### src/rtl/crc_frame_engine_if.sv
// Byte-stream bundle for crc_frame_engine: upstream input bytes and downstream output bytes.
// The engine sits on the slave modport; the driving/consuming side uses master.
interface crc_frame_engine_if;
   logic       i_valid;
   logic [7:0] i_data;
   logic       i_last;
   logic       o_ready;
   logic       o_valid;
   logic [7:0] o_data;
   logic       o_last;
   logic       i_ready;

   modport master (
      output i_valid, i_data, i_last, i_ready,
      input  o_ready, o_valid, o_data, o_last
   );

   modport slave (
      input  i_valid, i_data, i_last, i_ready,
      output o_ready, o_valid, o_data, o_last
   );
endinterface

### src/rtl/crc_frame_engine.sv
// Streaming MSB-first CRC engine: appends the CRC (MODE 0) or verifies a trailing CRC (MODE 1).
// Optional failed-frame counter is compiled in when CRC_ERR_CNT_EN is defined.
module crc_frame_engine #(
   parameter int unsigned       CRC_W = 8,
   parameter logic [CRC_W-1:0]  POLY  = CRC_W'(8'h07),
   parameter logic [CRC_W-1:0]  INIT  = '0,
   parameter int unsigned       MODE  = 0
) (
   input  logic              i_clk,
   input  logic              i_rst,
   input  logic              i_init,
   crc_frame_engine_if.slave bus,
   output logic [CRC_W-1:0]  o_crc,
   output logic              o_done,
   output logic              o_crc_ok,
   output logic [15:0]       o_err_cnt
);

   localparam int unsigned NB = CRC_W / 8;

   typedef enum logic [1:0] {StData, StAppend, StDone} state_e;

   state_e           state_q;
   logic [CRC_W-1:0] crc_q;
   logic [1:0]       idx_q;
   logic             ok_q;

   logic             ready;
   logic             accept;
   logic             last_byte;
   logic [CRC_W-1:0] app_word;
   int unsigned      shamt;

   function automatic logic [CRC_W-1:0] crc_byte(input logic [CRC_W-1:0] c,
                                                 input logic [7:0] d);
      logic [CRC_W-1:0] r;
      r = c ^ (CRC_W'(d) << (CRC_W - 8));
      for (int i = 0; i < 8; i++) begin
         r = r[CRC_W-1] ? ((r << 1) ^ POLY) : (r << 1);
      end
      return r;
   endfunction

   always_comb begin
      last_byte = (idx_q == 2'(NB - 1));
      shamt     = 8 * (NB - 1 - 32'(idx_q));
      // crc_q holds the frame's final CRC for the whole append phase
      app_word  = crc_q >> shamt;
      ready       = 1'b0;
      bus.o_valid = 1'b0;
      bus.o_data  = 8'h00;
      bus.o_last  = 1'b0;
      if (MODE == 0) begin
         case (state_q)
            StData: begin
               ready       = bus.i_ready;
               bus.o_valid = bus.i_valid;
               bus.o_data  = bus.i_data;
            end
            StAppend: begin
               bus.o_valid = 1'b1;
               bus.o_data  = app_word[7:0];
               bus.o_last  = last_byte;
            end
            default: ;
         endcase
      end else begin
         ready = (state_q == StData);
      end
      bus.o_ready = ready;
      accept      = bus.i_valid & ready;
      o_done      = !i_rst && !i_init &&
                    ((state_q == StAppend && bus.i_ready && last_byte) || state_q == StDone);
      // Result is visible in the same cycle as the o_done pulse, then held in ok_q
      o_crc_ok    = (state_q == StDone) ? (crc_q == '0) : ok_q;
      o_crc       = crc_q;
   end

   always_ff @(posedge i_clk) begin
      if (i_rst) begin
         state_q <= StData;
         crc_q   <= INIT;
         idx_q   <= '0;
         ok_q    <= 1'b0;
      end else if (i_init) begin
         state_q <= StData;
         crc_q   <= INIT;
         idx_q   <= '0;
      end else begin
         case (state_q)
            StData: begin
               if (accept) begin
                  crc_q <= crc_byte(crc_q, bus.i_data);
                  if (bus.i_last) begin
                     state_q <= (MODE == 0) ? StAppend : StDone;
                  end
               end
            end
            StAppend: begin
               if (bus.i_ready) begin
                  if (last_byte) begin
                     idx_q   <= '0;
                     crc_q   <= INIT;
                     state_q <= StData;
                  end else begin
                     idx_q <= idx_q + 2'd1;
                  end
               end
            end
            StDone: begin
               ok_q    <= (crc_q == '0);
               crc_q   <= INIT;
               state_q <= StData;
            end
            default: state_q <= StData;
         endcase
      end
   end

`ifdef CRC_ERR_CNT_EN
   logic [15:0] err_cnt_q;

   always_ff @(posedge i_clk) begin
      if (i_rst) begin
         err_cnt_q <= '0;
      end else if (MODE != 0 && !i_init && state_q == StDone && crc_q != '0 &&
                   err_cnt_q != 16'hFFFF) begin
         err_cnt_q <= err_cnt_q + 16'd1;
      end
   end

   assign o_err_cnt = err_cnt_q;
`else
   assign o_err_cnt = 16'h0000;
`endif

endmodule

### src/flat_wrapper.sv
// flat-port wrapper written by rule: the top's interface ports become plain ports
module crc_frame_engine_flat 
#(
   parameter int unsigned       CRC_W = 8,
   parameter logic [CRC_W-1:0]  POLY  = CRC_W'(8'h07),
   parameter logic [CRC_W-1:0]  INIT  = '0,
   parameter int unsigned       MODE  = 0
)
  (i_clk, i_rst, i_init, o_crc, o_done, o_crc_ok, o_err_cnt, bus_i_valid, bus_i_data, bus_i_last, bus_i_ready, bus_o_ready, bus_o_valid, bus_o_data, bus_o_last);
  crc_frame_engine_if bus_i ();
  input  logic i_clk;
  input  logic i_rst;
  input  logic i_init;
  output logic [CRC_W-1:0] o_crc;
  output logic o_done;
  output logic o_crc_ok;
  output logic [15:0] o_err_cnt;
  input wire logic [$bits(bus_i.i_valid)-1:0] bus_i_valid;
  input wire logic [$bits(bus_i.i_data)-1:0] bus_i_data;
  input wire logic [$bits(bus_i.i_last)-1:0] bus_i_last;
  input wire logic [$bits(bus_i.i_ready)-1:0] bus_i_ready;
  output wire logic [$bits(bus_i.o_ready)-1:0] bus_o_ready;
  output wire logic [$bits(bus_i.o_valid)-1:0] bus_o_valid;
  output wire logic [$bits(bus_i.o_data)-1:0] bus_o_data;
  output wire logic [$bits(bus_i.o_last)-1:0] bus_o_last;
  assign bus_i.i_valid = bus_i_valid;
  assign bus_i.i_data = bus_i_data;
  assign bus_i.i_last = bus_i_last;
  assign bus_i.i_ready = bus_i_ready;
  assign bus_o_ready = bus_i.o_ready;
  assign bus_o_valid = bus_i.o_valid;
  assign bus_o_data = bus_i.o_data;
  assign bus_o_last = bus_i.o_last;
  crc_frame_engine #(.CRC_W(CRC_W), .POLY(POLY), .INIT(INIT), .MODE(MODE)) u_core (.i_clk(i_clk), .i_rst(i_rst), .i_init(i_init), .bus(bus_i), .o_crc(o_crc), .o_done(o_done), .o_crc_ok(o_crc_ok), .o_err_cnt(o_err_cnt));
endmodule
### config.mk
export PLATFORM = sky130hd
export DESIGN_NAME = crc_frame_engine_flat
export DESIGN_NICKNAME = d
export VERILOG_FILES = /design/src/rtl/crc_frame_engine_if.sv /design/src/rtl/crc_frame_engine.sv /design/src/flat_wrapper.sv
export SDC_FILE = /design/constraint.sdc
export NUM_CORES = 1
export LEC_CHECK = 0
export ABC_AREA = 1
export CORE_UTILIZATION = 40
export DETAILED_ROUTE_END_ITERATION = 10
export GPL_ROUTABILITY_DRIVEN = 0
export PLACE_DENSITY = 0.91
export SETUP_SLACK_MARGIN = 0.1
export SYNTH_ARGS = -nofsm -noshare
export SYNTH_HDL_FRONTEND = slang
export SYNTH_SLANG_ARGS = --single-unit
### constraint.sdc
create_clock -name i_clk -period 1.63 [get_ports i_clk]
set_input_delay 0.2445 -clock i_clk [delete_from_list [all_inputs] [get_ports i_clk]]
set_output_delay 0.2445 -clock i_clk [all_outputs]
set_load 0.03 [all_outputs]
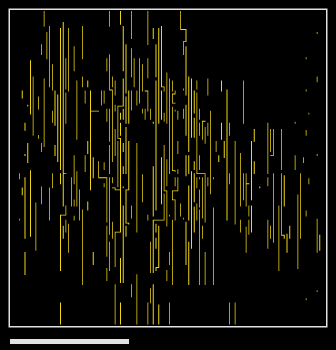
(run_1/met2.png)
Scale bar: 20 µm.
longest straight run	30.9 µm
share of all routed wire	49%
main direction	vertical
wire length on this layer	1270 µm
nets with wire on the layer	192

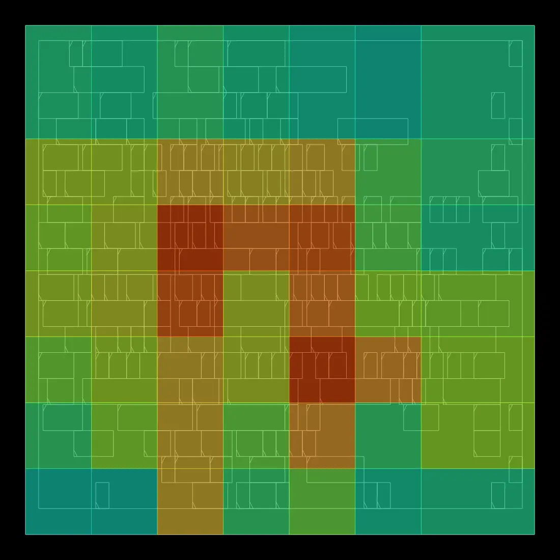
(run_1/final_congestion.png)
Finished Core Util: 0.6035
global routing met1 resource utilization: 0.2324

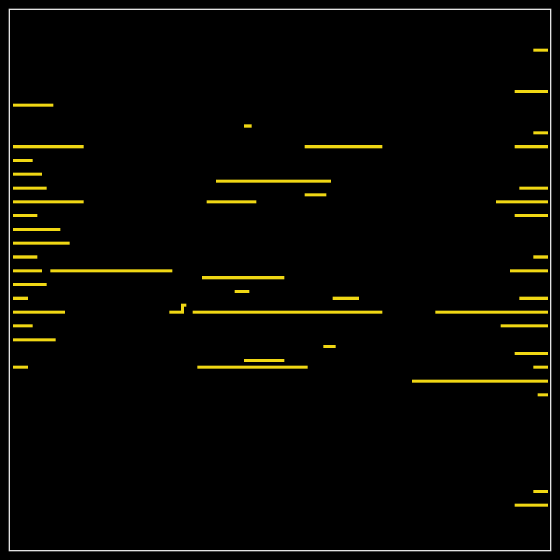
(run_1/met3.png)
wire length on this layer	203 µm
share of all routed wire	7.9%
longest straight run	18.4 µm
main direction	horizontal

==> flow_summary.ini, run 1 <==
; physical design summary
[run_status]
run_status = finished clean

[power_and_ir_drop]
total_switching_power_uw = 346.0
seq_power_share = 0.337
max-vdd-ir-drop_mv = 0.4182

[synthesis]
synthesis.yosys.warnings = 0
syn-instance-count = 167
synth.top_cells.by_area = nand2_1 23%, dfxtp_1 21%, buf_4 13%
simple_gate_share = 0.3571
count_of_different_cell_masters_after_synthesis = 22
mappedNetlistArea_um2 = 1051
ys_top_cells_by_count = 64 x nand2_1, 18 x buf_4, 12 x inv_1, 11 x dfxtp_1, 11 x nand3_1

[worst_hold_path]
hold_path_depth = 2
timing.hold.worst_endpoint = u_core.o_crc[4]

[finish]
fillers = 236
instances_no_fill = 239

[grt]
antenna_violations_before_repair = 0

[routing]
top_layer = met4
initial_drt_pass_iterations = 4

[cts]
post_cts_buffers = 1

[placed_design]
detailedPlacementHpwl_um = 1893
dp.cells = 233

[setup_path]
cpLargestDelayFamily = flip-flops
crit_cells = 6
worst_r2r_startpoint = u_core.idx_q[0]

[timing]
final_max_slew_viol_count = 0

[floorplanning]
die-area_um2 = 2837
[run 1: cell type report]
type | count | area (µm²) | share of cell area
multi-input cells | 133 | 755.7 | 0.5054
repair buffers | 41 | 369.1 | 0.2469
flip-flops and latches | 11 | 224.0 | 0.1498
inverters | 20 | 82.58 | 0.05523
well taps | 30 | 37.54 | 0.02510
clock buffers | 4 | 26.28 | 0.01757
[run 1: placed cells by master (no fill, tap or decap), types with 5 or more instances in the layout]
cell type and instances:
inv_2 9, clkdlybuf4s50_1 13, dlygate4sd2_1 8, conb_1 17
xnor2_1 5, buf_4 15, nand2_1 61, buf_6 5
nand2_2 8, a21oi_1 9, inv_1 10, nand3_1 11
dfxtp_1 8
==> run 2, diff against run 1 <==
--- a/config.mk
+++ b/config.mk
@@ -6,11 +6,11 @@
 export NUM_CORES = 1
 export LEC_CHECK = 0
 export ABC_AREA = 1
-export CORE_UTILIZATION = 40
+export CORE_UTILIZATION = 42
+export CTS_BUF_LIST = sky130_fd_sc_hd__clkbuf_2
 export DETAILED_ROUTE_END_ITERATION = 10
 export GPL_ROUTABILITY_DRIVEN = 0
-export PLACE_DENSITY = 0.91
-export SETUP_SLACK_MARGIN = 0.1
+export PLACE_DENSITY = 0.95
 export SYNTH_ARGS = -nofsm -noshare
 export SYNTH_HDL_FRONTEND = slang
 export SYNTH_SLANG_ARGS = --single-unit
==> run 2 against run 1 <==
Net effect: the run now ends with setup timing left; die area decreased by 4.6%; global-route usage decreased by 0.89 points; final area decreased by 2.6%; clock skew increased by 0.00079 ns; final cell count decreased by 0.84%; sequential power about the same; core utilization increased by 3.6 points; synthesized cell count unchanged; worst setup slack got worse by 0.029 ns; first-iteration DRC count decreased by 34%; flip-flop count unchanged; sequential share of layout area increased by 0.31 points; largest cell class unchanged; largest power group unchanged.
==> flow_summary.ini, run 2 <==
; physical design summary
[run_status]
run_status = finished, violations left
failed_checks = setup timing

[synthesis]
count_of_different_cell_masters_after_synthesis = 22
ys_top_cells_by_count = 64 x nand2_1, 18 x buf_4, 12 x inv_1, 11 x dfxtp_1, 11 x nand3_1
syn-instance-count = 167
synthesis.yosys.warnings = 0
synth.top_cells.by_area = nand2_1 23%, dfxtp_1 21%, buf_4 13%

[finish]
clock_buffers = 4
comb_share = 0.5034
seqCellArea_um2 = 222.7
postLayoutCellArea_um2 = 1456
n_multi_input_combinational_cell = 133
non_clock_buffer_count = 41
largest_cell_class = combinational gates
n_sequential_cell = 11
instances_no_fill = 237
final-comb-area_um2 = 733.2
seq_area_frac = 0.1529
inv_count = 20
buffer_area_frac = 0.2509

[worst_hold_path]
hold_path_depth = 2
timing.hold.worst_endpoint = u_core.idx_q[1]

[timing]
layout_setup_ws_ns = -0.008510
final_max_slew_viol_count = 0
setup-violations-final = 2

[setup_path]
worst_r2r_startpoint = u_core.idx_q[0]
crit_cells = 6
cpLargestDelayFamily = flip-flops

[grt]
antenna_violations_before_repair = 0

[cts]
post_cts_buffers = 0

[power_and_ir_drop]
seq_power_share = 0.347

[placed_design]
detailedPlacementHpwl_um = 1863
dp.cells = 232

[floorplanning]
number_of_well_taps = 28
run 2: cell counts after synthesis:
No cell type changed its count.
run 2: layer usage:
metal	vias up	part of all wire	routed length [µm]
met5	-	0	0
met4	0	0.012	32
met3	5	0.077	199
met2	51	0.50	1286
met1	510	0.41	1075
li1	584	-	-
run 2: cells by family (layout without fill, tap and decap cells):
logic type | Yosys count | after routing | share of synthesized area
AOI/OAI and AO/OA | 20 | 20 | 0.1369
xor gates and xnor gates | 7 | 7 | 0.06548
adders and majority gates | 2 | 2 | 0.02381
buffers and inverters | 39 | 65 | 0.2036
DFF | 11 | 11 | 0.2095
other | 1 | 17 | 0.003568
and+or+nand+nor | 87 | 87 | 0.3571
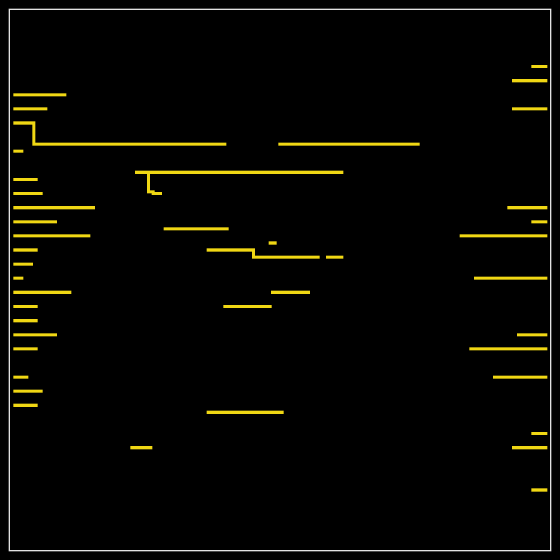
(run_2/met3.png)
main direction	horizontal
share of all routed wire	7.7%
longest straight run	19.8 µm
nets with wire on the layer	39

No activity file was given, so power comes from the tool's default toggle rates.
